[src/rtl/ber_sweep_seq.sv]
// ber_sweep_seq: steps MAIN_MODE from FIRST_MODE to LAST_MODE. For each mode
// it holds CLR for SETTLE_CYC cycles, releases CLR for a DWELL window,
// captures the stimulus block's counters, and hands the result out over a
// valid/ready port. Error counts accumulate into a saturating sweep total.
module ber_sweep_seq #(
  parameter int unsigned SETTLE_CYC = 16
) (
  input  logic        CLK,
  input  logic        RST,
  input  logic        START,
  input  logic        ABORT,
  input  logic [7:0]  FIRST_MODE,
  input  logic [7:0]  LAST_MODE,
  input  logic [7:0]  SUB_MODE_IN,
  input  logic [31:0] DWELL,
  output logic [7:0]  MAIN_MODE,
  output logic [7:0]  SUB_MODE,
  output logic        CLR,
  input  logic [57:0] RECV_CNT,
  input  logic [63:0] ERR_CNT,
  output logic        RES_VALID,
  input  logic        RES_READY,
  output logic [7:0]  RES_MODE,
  output logic [57:0] RES_RECV,
  output logic [63:0] RES_ERR,
  output logic        BUSY,
  output logic        DONE,
  output logic        CFG_ERR,
  output logic [63:0] TOTAL_ERR
);

  localparam logic [2:0] S_IDLE    = 3'd0;
  localparam logic [2:0] S_CLEAR   = 3'd1;
  localparam logic [2:0] S_DWELL   = 3'd2;
  localparam logic [2:0] S_CAPTURE = 3'd3;
  localparam logic [2:0] S_OUTPUT  = 3'd4;

  localparam logic [31:0] SETTLE_LAST = 32'(SETTLE_CYC - 1);

  logic [2:0]  r_state;
  logic [7:0]  r_cur;
  logic [7:0]  r_last;
  logic [7:0]  r_sub;
  logic [31:0] r_dwell_last;
  logic [31:0] r_cnt;
  logic [7:0]  r_res_mode;
  logic [57:0] r_res_recv;
  logic [63:0] r_res_err;
  logic [63:0] r_total;
  logic        r_done;
  logic        r_cfg_err;

  logic        w_cfg_bad;
  logic [64:0] w_sum;
  logic [63:0] w_total_sat;

  // A sweep that would end on 255 or run backwards is rejected; this also
  // guarantees the mode increment never wraps.
  assign w_cfg_bad   = (FIRST_MODE > LAST_MODE) || (LAST_MODE == 8'd255);
  assign w_sum       = {1'b0, r_total} + {1'b0, ERR_CNT};
  assign w_total_sat = w_sum[64] ? '1 : w_sum[63:0];

  // Sweep sequencer: config latch, per-mode phase timing, result capture.
  always_ff @(posedge CLK or posedge RST) begin
    if (RST) begin
      r_state      <= S_IDLE;
      r_cur        <= '0;
      r_last       <= '0;
      r_sub        <= '0;
      r_dwell_last <= '0;
      r_cnt        <= '0;
      r_res_mode   <= '0;
      r_res_recv   <= '0;
      r_res_err    <= '0;
      r_total      <= '0;
      r_done       <= 1'b0;
      r_cfg_err    <= 1'b0;
    end else begin
      r_done <= 1'b0;
      // Abort beats everything else once a sweep is running; results and
      // the running total are left as they were.
      if (ABORT && (r_state != S_IDLE)) begin
        r_state <= S_IDLE;
        r_cnt   <= '0;
      end else begin
        case (r_state)
          S_IDLE: begin
            if (START && !ABORT) begin
              r_cfg_err    <= w_cfg_bad;
              r_total      <= '0;
              r_cur        <= FIRST_MODE;
              r_last       <= LAST_MODE;
              r_sub        <= SUB_MODE_IN;
              r_dwell_last <= (DWELL == 32'd0) ? 32'd0 : DWELL - 32'd1;
              r_cnt        <= '0;
              if (w_cfg_bad) begin
                r_done <= 1'b1;
              end else begin
                r_state <= S_CLEAR;
              end
            end
          end
          S_CLEAR: begin
            if (r_cnt == SETTLE_LAST) begin
              r_cnt   <= '0;
              r_state <= S_DWELL;
            end else begin
              r_cnt <= r_cnt + 32'd1;
            end
          end
          S_DWELL: begin
            if (r_cnt == r_dwell_last) begin
              r_cnt   <= '0;
              r_state <= S_CAPTURE;
            end else begin
              r_cnt <= r_cnt + 32'd1;
            end
          end
          S_CAPTURE: begin
            r_res_mode <= r_cur;
            r_res_recv <= RECV_CNT;
            r_res_err  <= ERR_CNT;
            r_total    <= w_total_sat;
            r_state    <= S_OUTPUT;
          end
          S_OUTPUT: begin
            if (RES_READY) begin
              if (r_cur == r_last) begin
                r_state <= S_IDLE;
                r_done  <= 1'b1;
              end else begin
                r_cur   <= r_cur + 8'd1;
                r_state <= S_CLEAR;
              end
            end
          end
          default: begin
            r_state <= S_IDLE;
            r_cnt   <= '0;
          end
        endcase
      end
    end
  end

  // Stimulus-side outputs decode straight from state so reset takes effect
  // on them without waiting for a clock.
  assign MAIN_MODE = (r_state == S_IDLE) ? 8'd255 : r_cur;
  assign SUB_MODE  = (r_state == S_IDLE) ? 8'd0   : r_sub;
  assign CLR       = (r_state == S_IDLE) || (r_state == S_CLEAR);
  assign BUSY      = (r_state != S_IDLE);
  assign RES_VALID = (r_state == S_OUTPUT);
  assign RES_MODE  = r_res_mode;
  assign RES_RECV  = r_res_recv;
  assign RES_ERR   = r_res_err;
  assign DONE      = r_done;
  assign CFG_ERR   = r_cfg_err;
  assign TOTAL_ERR = r_total;

endmodule
[config.mk]
export PLATFORM = sky130hd
export DESIGN_NAME = ber_sweep_seq
export DESIGN_NICKNAME = d
export VERILOG_FILES = /design/src/rtl/ber_sweep_seq.sv
export SDC_FILE = /design/constraint.sdc
export NUM_CORES = 1
export LEC_CHECK = 0
export CAP_MARGIN = 25
export CELL_PAD_IN_SITES_DETAIL_PLACEMENT = 0
export CELL_PAD_IN_SITES_GLOBAL_PLACEMENT = 1
export CORE_UTILIZATION = 48
export DETAILED_ROUTE_END_ITERATION = 10
export DONT_BUFFER_PORTS = 1
export MAX_ROUTING_LAYER = met4
export PLACE_DENSITY = 0.81
export SLEW_MARGIN = 40
export SYNTH_ARGS = -nofsm -noshare
export SYNTH_HDL_FRONTEND = slang
export SYNTH_SLANG_ARGS = --single-unit
[constraint.sdc]
create_clock -name CLK -period 11.7 [get_ports CLK]
set_input_delay 1.17 -clock CLK [delete_from_list [all_inputs] [get_ports CLK]]
set_output_delay 1.17 -clock CLK [all_outputs]
set_load 0.1 [all_outputs]
Routed clock nets over the placement:
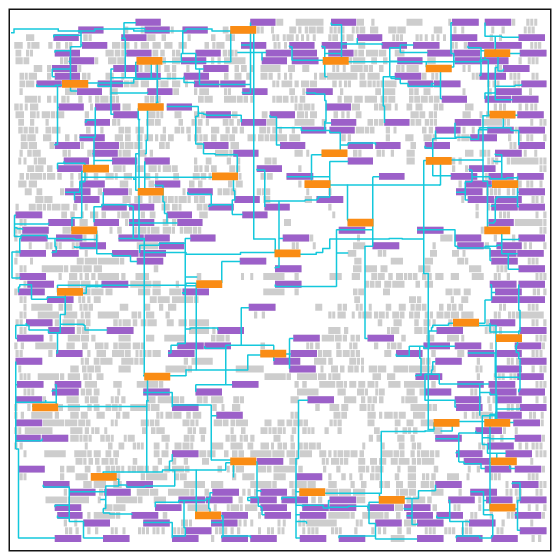
Key: purple = flip-flops [count 287]; cyan = clock wires [length 4250 um]; orange = clock-net drivers [count 35]
Position of the flops: widely spread.

==> out/results.ini <==
[sta]
hold_viol = 0
fmax_mhz = 197
finClkSkew_ps = 27.6
finalCriticalPeriod_ps = 5070
slew_violations = 0
worst_slew_margin_rel_pct = 39.4
fin_crit_sh_pct = 43.3
worst_slew_pin_slew_ps = 909

[worst_hold_path]
hold_path_depth = 2
hp-class = reg2reg

[job]
warnings = 30
maxCapViolCount = 0

[floorplanning]
fp.dieH_um = 191
core_area_um2 = 34800
pin_count = 398

[synth]
synth_flops = 287
yosys.area_share.adder_pct = 5.61
syn-num-nets = 2220
ys_sh_simple_pct = 21.8
ys_sh_xor_pct = 7.43

[clock_tree]
htreeDepth = 2
path_clk_slew_ps = 60
cts_buffers = 35
cts_buffer_depth = 3

[final_layout]
top_area_cell_class = combinational gates
syn_to_final_growth_pct = 10.5
buf_share_pct = 1.70
logic_area_um2 = 9350
layout-drive-gt1-share_pct = 17.5
fin_nets = 2164
n_fill_cell = 3243
comb_cells = 1530
fin_util_pct = 54.2

[grt]
met1_usage_pct = 34.0
grt_pass1_vias = 13400
grt_first_pass_wirelength_um = 74800
track_usage_pct = 27.0
top_usage_layer = met2
antenna_found_initial = 0
grt_util_met2_pct = 42.8

[placement]
placed_area_um2 = 17600
port_buffers = 0
placed_cells = 2321
routabilityCongestion = 0.909

[setup_path]
cp-start-kind = register
cp-endpoint = TOTAL_ERR[4]
worstReg2RegStart = TOTAL_ERR[0]
crit_slowest_cell = o21a_4
reg2reg_depth = 12
timing.rr.end = TOTAL_ERR[4]
critPathMaxStageDelay_ps = 640
critPathKind = reg2reg

[detailed_routing]
wl_met2_um = 22600
drt_pass1_iterations = 7
wl_met1_um = 20800
drtAntennaViolNets = 0
wl_per_cell_um = 20.3
highest_layer = met4

[run_status]
status = finished, final reports clean

Cells by drive strength:
Bar = 50 um.
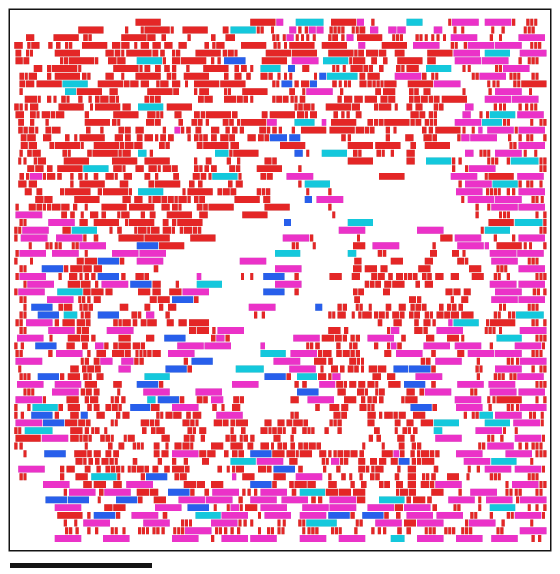
Key: red = x1 and smaller [cells 1591, share 82%, most used nand2_1]; cyan = x6 and larger [cells 57, share 3.0%, most used clkbuf_16]; magenta = x2 [cells 228, share 12%, most used dfrtp_2]; blue = x3 and x4 [cells 53, share 2.7%, most used a31oi_4]

-- cells in the final DEF (no fill, tap or decap), types with 5 or more instances in the layout --
master and count:
nor2b_1 12, ha_1 75, xnor2_1 63, a21oi_1 159
nand2_1 552, clkbuf_1 8, a31oi_4 38, dfrtp_2 188
o21a_1 12, nor3_1 20, nor4_1 25, xor2_1 82
or4_1 7, nor2_1 89, o21ai_0 105, o21bai_1 10
nand2b_1 12, nand4_1 38, clkbuf_16 35, or3_1 11
a21o_1 27, a31oi_1 11, dfrtp_1 99, o31ai_1 14
clkinv_2 7, and3_1 15, and2_2 8, nand2b_2 8
buf_16 6, o211ai_1 17, o21ai_1 8, nand3_1 34
inv_1 28, buf_4 6, a211oi_1 6, buf_1 5
-- cell families (layout without fill, tap and decap cells) --
family,Yosys count,count (layout)
muxes,3,3
DFF,287,287
adders and majority gates,76,76
and+or+nand+nor,857,857
buffers and inverters,144,112
xor gates and xnor gates,145,145
AOI/OAI and AO/OA,449,449
-- critical path: cells and delay by family (launching register included) --
family          cells  cell delay (ps)
compound gates      9             2850
fa+ha+maj           2              770
buf+inv             1              640
flops               1              610
-- sequential cells by signal, indices dropped and copies added, names as in the netlist --
register / cells
r_cnt: 32
r_state: 3
DONE: 1
r_sub: 8
r_last: 8
TOTAL_ERR: 64
RES_MODE: 8
RES_ERR: 64
r_cur: 8
r_dwell_last: 32
CFG_ERR: 1
RES_RECV: 58
